[config.mk]
export PLATFORM = sky130hd
export DESIGN_NAME = stitch_vreg_seq
export DESIGN_NICKNAME = d
export VERILOG_FILES = /design/src/rtl/stitch_vseq_pkg.sv /design/src/rtl/stitch_vreg_seq_fifo.sv /design/src/rtl/stitch_vreg_seq.sv
export SDC_FILE = /design/constraint.sdc
export NUM_CORES = 1
export LEC_CHECK = 0
export CORE_MARGIN = 4
export CORE_UTILIZATION = 51
export DETAILED_ROUTE_END_ITERATION = 12
export PLACE_DENSITY = 0.75
export SLEW_MARGIN = 20
export SYNTH_ARGS = -nofsm -noshare
export SYNTH_HDL_FRONTEND = slang
export SYNTH_SLANG_ARGS = --single-unit
[constraint.sdc]
create_clock -name clk_i -period 2.75 [get_ports clk_i]
set_input_delay 0.275 -clock clk_i [delete_from_list [all_inputs] [get_ports clk_i]]
set_output_delay 0.275 -clock clk_i [all_outputs]
set_load 0.005 [all_outputs]
[src/rtl/stitch_vseq_pkg.sv]
// Shared types for the vector operand address sequencer.
// Field widths here set the default AddrWidth/VlWidth of stitch_vreg_seq.
package stitch_vseq_pkg;

    localparam int unsigned VSEQ_AW  = 8;
    localparam int unsigned VSEQ_VLW = 8;

    typedef enum logic {
        IDLE,
        ISSUE
    } vseq_state_e;

    typedef struct packed {
        logic [2:0][VSEQ_AW-1:0] raddr;
        logic [2:0]              rmask;
        logic [VSEQ_AW-1:0]      waddr;
        logic                    wen;
        logic [VSEQ_VLW-1:0]     vl;
        logic [2:0][VSEQ_AW-1:0] rstride;
        logic [VSEQ_AW-1:0]      wstride;
    } vseq_instr_t;

endpackage

[src/rtl/stitch_vreg_seq_fifo.sv]
// fifo_v3: small in-order queue with synchronous flush.
// A push into a full queue is taken when a pop happens in the same cycle.
module fifo_v3 #(
    parameter int unsigned DEPTH      = 4,
    parameter int unsigned DATA_WIDTH = 8
) (
    input  logic                  clk_i,
    input  logic                  rst_ni,
    input  logic                  flush_i,
    input  logic                  push_i,
    input  logic [DATA_WIDTH-1:0] data_i,
    input  logic                  pop_i,
    output logic [DATA_WIDTH-1:0] data_o,
    output logic                  full_o,
    output logic                  empty_o
);

    localparam int unsigned PtrW = (DEPTH > 1) ? $clog2(DEPTH) : 1;

    logic [PtrW-1:0]       rd_q, wr_q;
    logic [PtrW:0]         cnt_q;
    logic [DATA_WIDTH-1:0] mem_q [DEPTH];
    logic                  do_push, do_pop;

    assign full_o  = (cnt_q == (PtrW+1)'(DEPTH));
    assign empty_o = (cnt_q == '0);
    assign data_o  = mem_q[rd_q];
    assign do_pop  = pop_i & ~empty_o;
    assign do_push = push_i & (~full_o | do_pop);

    always_ff @(posedge clk_i or negedge rst_ni) begin
        if (!rst_ni) begin
            rd_q  <= '0;
            wr_q  <= '0;
            cnt_q <= '0;
        end else if (flush_i) begin
            rd_q  <= '0;
            wr_q  <= '0;
            cnt_q <= '0;
        end else begin
            if (do_pop)
                rd_q <= (rd_q == PtrW'(DEPTH-1)) ? '0 : rd_q + PtrW'(1);
            if (do_push)
                wr_q <= (wr_q == PtrW'(DEPTH-1)) ? '0 : wr_q + PtrW'(1);
            if (do_push && !do_pop)
                cnt_q <= cnt_q + (PtrW+1)'(1);
            else if (do_pop && !do_push)
                cnt_q <= cnt_q - (PtrW+1)'(1);
        end
    end

    always_ff @(posedge clk_i or negedge rst_ni) begin
        if (!rst_ni) begin
            for (int i = 0; i < int'(DEPTH); i++) mem_q[i] <= '0;
        end else if (do_push && !flush_i) begin
            mem_q[wr_q] <= data_i;
        end
    end

endmodule

[src/rtl/stitch_vreg_seq.sv]
// stitch_vreg_seq: per-element VFPR read addresses plus an ordered dest queue.
// Define STITCH_VSEQ_STRIDE_EN for per-operand strides; otherwise stride is 1.
module stitch_vreg_seq
    import stitch_vseq_pkg::*;
#(
    parameter int unsigned AddrWidth   = VSEQ_AW,
    parameter int unsigned VlWidth     = VSEQ_VLW,
    parameter int unsigned WbFifoDepth = 4
) (
    input  logic                   clk_i,
    input  logic                   rst_ni,
    input  logic                   flush_i,
    input  logic                   in_valid_i,
    output logic                   in_ready_o,
    input  logic [3*AddrWidth-1:0] in_raddr_i,
    input  logic [2:0]             in_rmask_i,
    input  logic [AddrWidth-1:0]   in_waddr_i,
    input  logic                   in_wen_i,
    input  logic [VlWidth-1:0]     in_vl_i,
`ifdef STITCH_VSEQ_STRIDE_EN
    input  logic [3*AddrWidth-1:0] in_rstride_i,
    input  logic [AddrWidth-1:0]   in_wstride_i,
`endif
    output logic [3*AddrWidth-1:0] raddr_o,
    output logic [2:0]             rvalid_o,
    input  logic [2:0]             rready_i,
    output logic [AddrWidth-1:0]   wb_addr_o,
    output logic                   wb_valid_o,
    input  logic                   wb_ready_i,
    output logic                   busy_o
);

    vseq_state_e                 state_q, state_d;
    vseq_instr_t                 instr_q, instr_d, instr_in;
    logic [VlWidth-1:0]          idx_q, idx_d;
    logic [3:0][AddrWidth-1:0]   addr;
    logic                        q_full, q_empty;
    logic                        accept, issue_ok, fire, last;

    always_comb begin
        instr_in       = '0;
        instr_in.raddr = in_raddr_i;
        instr_in.rmask = in_rmask_i;
        instr_in.waddr = in_waddr_i;
        instr_in.wen   = in_wen_i;
        instr_in.vl    = in_vl_i;
`ifdef STITCH_VSEQ_STRIDE_EN
        instr_in.rstride = in_rstride_i;
        instr_in.wstride = in_wstride_i;
`else
        for (int k = 0; k < 3; k++) instr_in.rstride[k] = AddrWidth'(1);
        instr_in.wstride = AddrWidth'(1);
`endif
    end

    assign in_ready_o = (state_q == IDLE);
    assign accept     = in_ready_o & in_valid_i & ~flush_i;
    // A write element may only issue while the dest queue has room.
    assign issue_ok   = (state_q == ISSUE) & ~(instr_q.wen & q_full);
    assign rvalid_o   = instr_q.rmask & {3{issue_ok}};
    assign fire       = issue_ok & (&(~instr_q.rmask | rready_i));
    assign last       = (idx_q == instr_q.vl - VlWidth'(1));

    always_comb begin
        state_d = state_q;
        instr_d = instr_q;
        idx_d   = idx_q;
        if (flush_i) begin
            state_d = IDLE;
            idx_d   = '0;
        end else begin
            unique case (state_q)
                IDLE: begin
                    if (accept && in_vl_i != '0) begin
                        state_d = ISSUE;
                        instr_d = instr_in;
                        idx_d   = '0;
                    end
                end
                ISSUE: begin
                    if (fire) begin
                        idx_d = idx_q + VlWidth'(1);
                        if (last) begin
                            state_d = IDLE;
                            idx_d   = '0;
                        end
                    end
                end
                default: state_d = IDLE;
            endcase
        end
    end

    always_ff @(posedge clk_i or negedge rst_ni) begin
        if (!rst_ni) begin
            state_q <= IDLE;
            instr_q <= '0;
            idx_q   <= '0;
        end else begin
            state_q <= state_d;
            instr_q <= instr_d;
            idx_q   <= idx_d;
        end
    end

    // Ports 0..2 are sources, port 3 is the destination; offset = idx*stride.
    for (genvar k = 0; k < 4; k++) begin : g_acc
        logic [AddrWidth-1:0] base, stride, off_q;
        if (k < 3) begin : g_src
            assign base   = instr_q.raddr[k];
            assign stride = instr_q.rstride[k];
        end else begin : g_dst
            assign base   = instr_q.waddr;
            assign stride = instr_q.wstride;
        end
        always_ff @(posedge clk_i or negedge rst_ni) begin
            if (!rst_ni)
                off_q <= '0;
            else if (flush_i || accept)
                off_q <= '0;
            else if (fire)
                off_q <= off_q + stride;
        end
        assign addr[k] = base + off_q;
    end

    assign raddr_o = addr[2:0];

    fifo_v3 #(
        .DEPTH      (WbFifoDepth),
        .DATA_WIDTH (AddrWidth)
    ) u_wb_fifo (
        .clk_i   (clk_i),
        .rst_ni  (rst_ni),
        .flush_i (flush_i),
        .push_i  (fire & instr_q.wen),
        .data_i  (addr[3]),
        .pop_i   (wb_valid_o & wb_ready_i),
        .data_o  (wb_addr_o),
        .full_o  (q_full),
        .empty_o (q_empty)
    );

    assign wb_valid_o = ~q_empty;
    assign busy_o     = (state_q == ISSUE) | ~q_empty;

endmodule
==> impl_metrics.tcl <==
# yosys + openroad results
set metrics [dict create \
    status "finished, final reports clean" \
    power_top_consumer "clock" \
    core.rowCount 43 \
    numCtsBuffers 17 \
    critPathLaunch "g_acc[0].base[1]$_DFFE_PN0P_" \
    clkPwrFrac_pct 37.9 \
    synthAoiAreaFrac_pct 6.56 \
    timing.rr.end "u_wb_fifo.mem_q[6]$_DFFE_PN0P_" \
    drc_errors 0 \
    drv_cap 0 \
    route.met2.wl_um 7830 \
    finalHoldViolations 0 \
    cts_root_buffer "clkbuf_16" \
    wirelength_um 15300 \
    path_class "reg -> out" \
    avgSynthCellArea_um2 11.0 \
    grt_pass1_vias 5409 \
    cpMaxStageDelayCell "dfrtp_1" \
    die_h_um 127 \
    finalClockPeriodUsage_pct 95.6 \
    drtAntennaViolNets 0 \
    viasPerCell 5.31 \
    yosysChipArea_um2 7210 \
    simple_gate_area_share_pct 13.3 \
    synth.distinct_cells 54 \
    grt_use_met1_pct 24.2 \
    seq_cell_count 125 \
    adder_share_pct 8.85 \
    required_ns 2.48 \
    fmax_mhz 380 \
    grt-busiest-layer "met2" \
    p_comb_mw 1.52 \
    grt.met3_usage_pct 5.26 \
]
-- through the flow --
step	hold slack (ns)	setup TNS (ns)	power [mW]	area [µm²]	setup slack, ns
2_1_floorplan	-0.0206	0	3.23	7210	0.649
3_3_place_gp	0.310	0	3.77	8150	0.153
3_5_place_dp	0.318	0	3.83	8150	0.0785
4_1_cts	0.416	0	6.17	8840	0.00111
5_1_grt	0.453	-0.00152	6.41	8900	-0.00152
6_report	0.405	0	6.11	8900	0.121
-- state kept, by name (all words and copies together), names as in the netlist --
signal and count:
g_acc.base 32, g_acc.off_q 32, u_wb_fifo.mem_q 32, instr_q 12
idx_q 8, u_wb_fifo.cnt_q 3, u_wb_fifo.rd_q 2, u_wb_fifo.wr_q 2
g_acc.stride 1, state_q 1
**Wiring by layer**

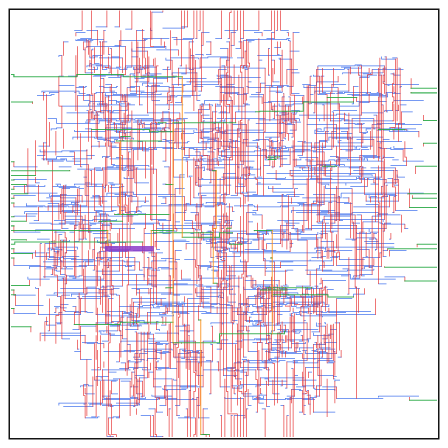
Green marks met3, wire length 618 µm. Blue marks met1, wire length 6620 µm. Orange marks met4, wire length 244 µm. Purple marks met5, wire length 12.9 µm. Red marks met2, wire length 7830 µm.

**Cell outlines without signal wires**

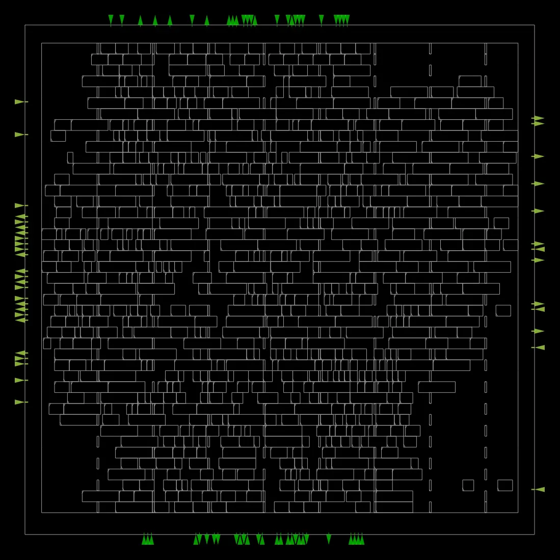
Tapcell Cnt: 180
Core ar.: 13900 µm²

**M3 wires**

Bar = 50 µm.
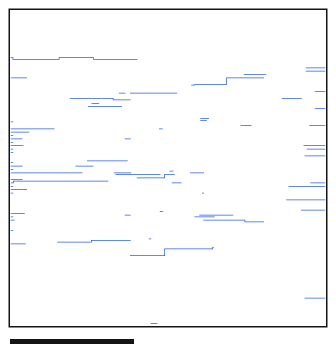
The layer carries 618 µm of wire. 53 nets have wire on it. The wires run mostly horizontal.

**Close-up of the layout**

Window x 43 to 83, y 18 to 58 µm. Cells in gray, sequential cells in the stronger gray; small squares are vias.
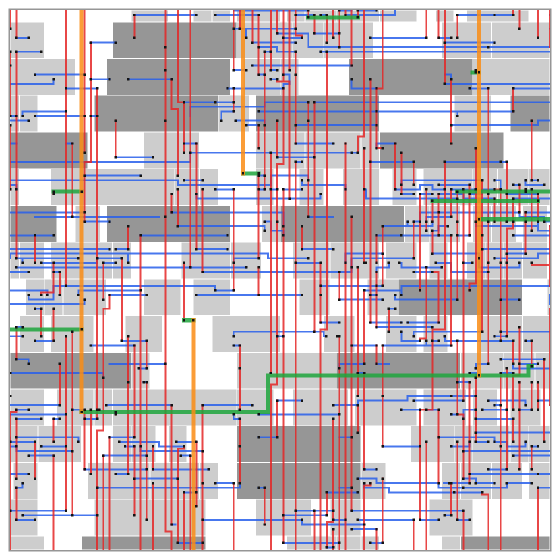
Red marks met2. Orange marks met4. Blue marks met1. Green marks met3.
Sequential cells in the window: 14. Most frequent: dfrtp_1 (14), nand2_1 (11), inv_1 (7). Netlist names of flops here include instr_q (5), idx_q (4), g_acc.off_q (3). 115 logic cells have their middle in the window.

**Clock wires, drivers and flops**

Bar = 50 µm.
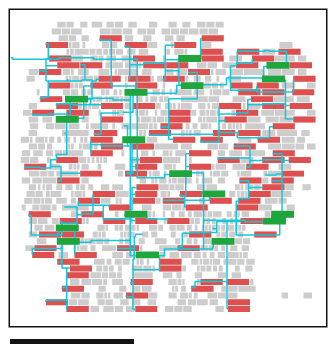
Cyan marks clock wires, length 1670 µm. Green marks cells driving clock nets, count 17. Red marks flip-flops, count 125.
Position of the flops: widely spread.

No activity file was given, so power comes from the tool's default toggle rates.
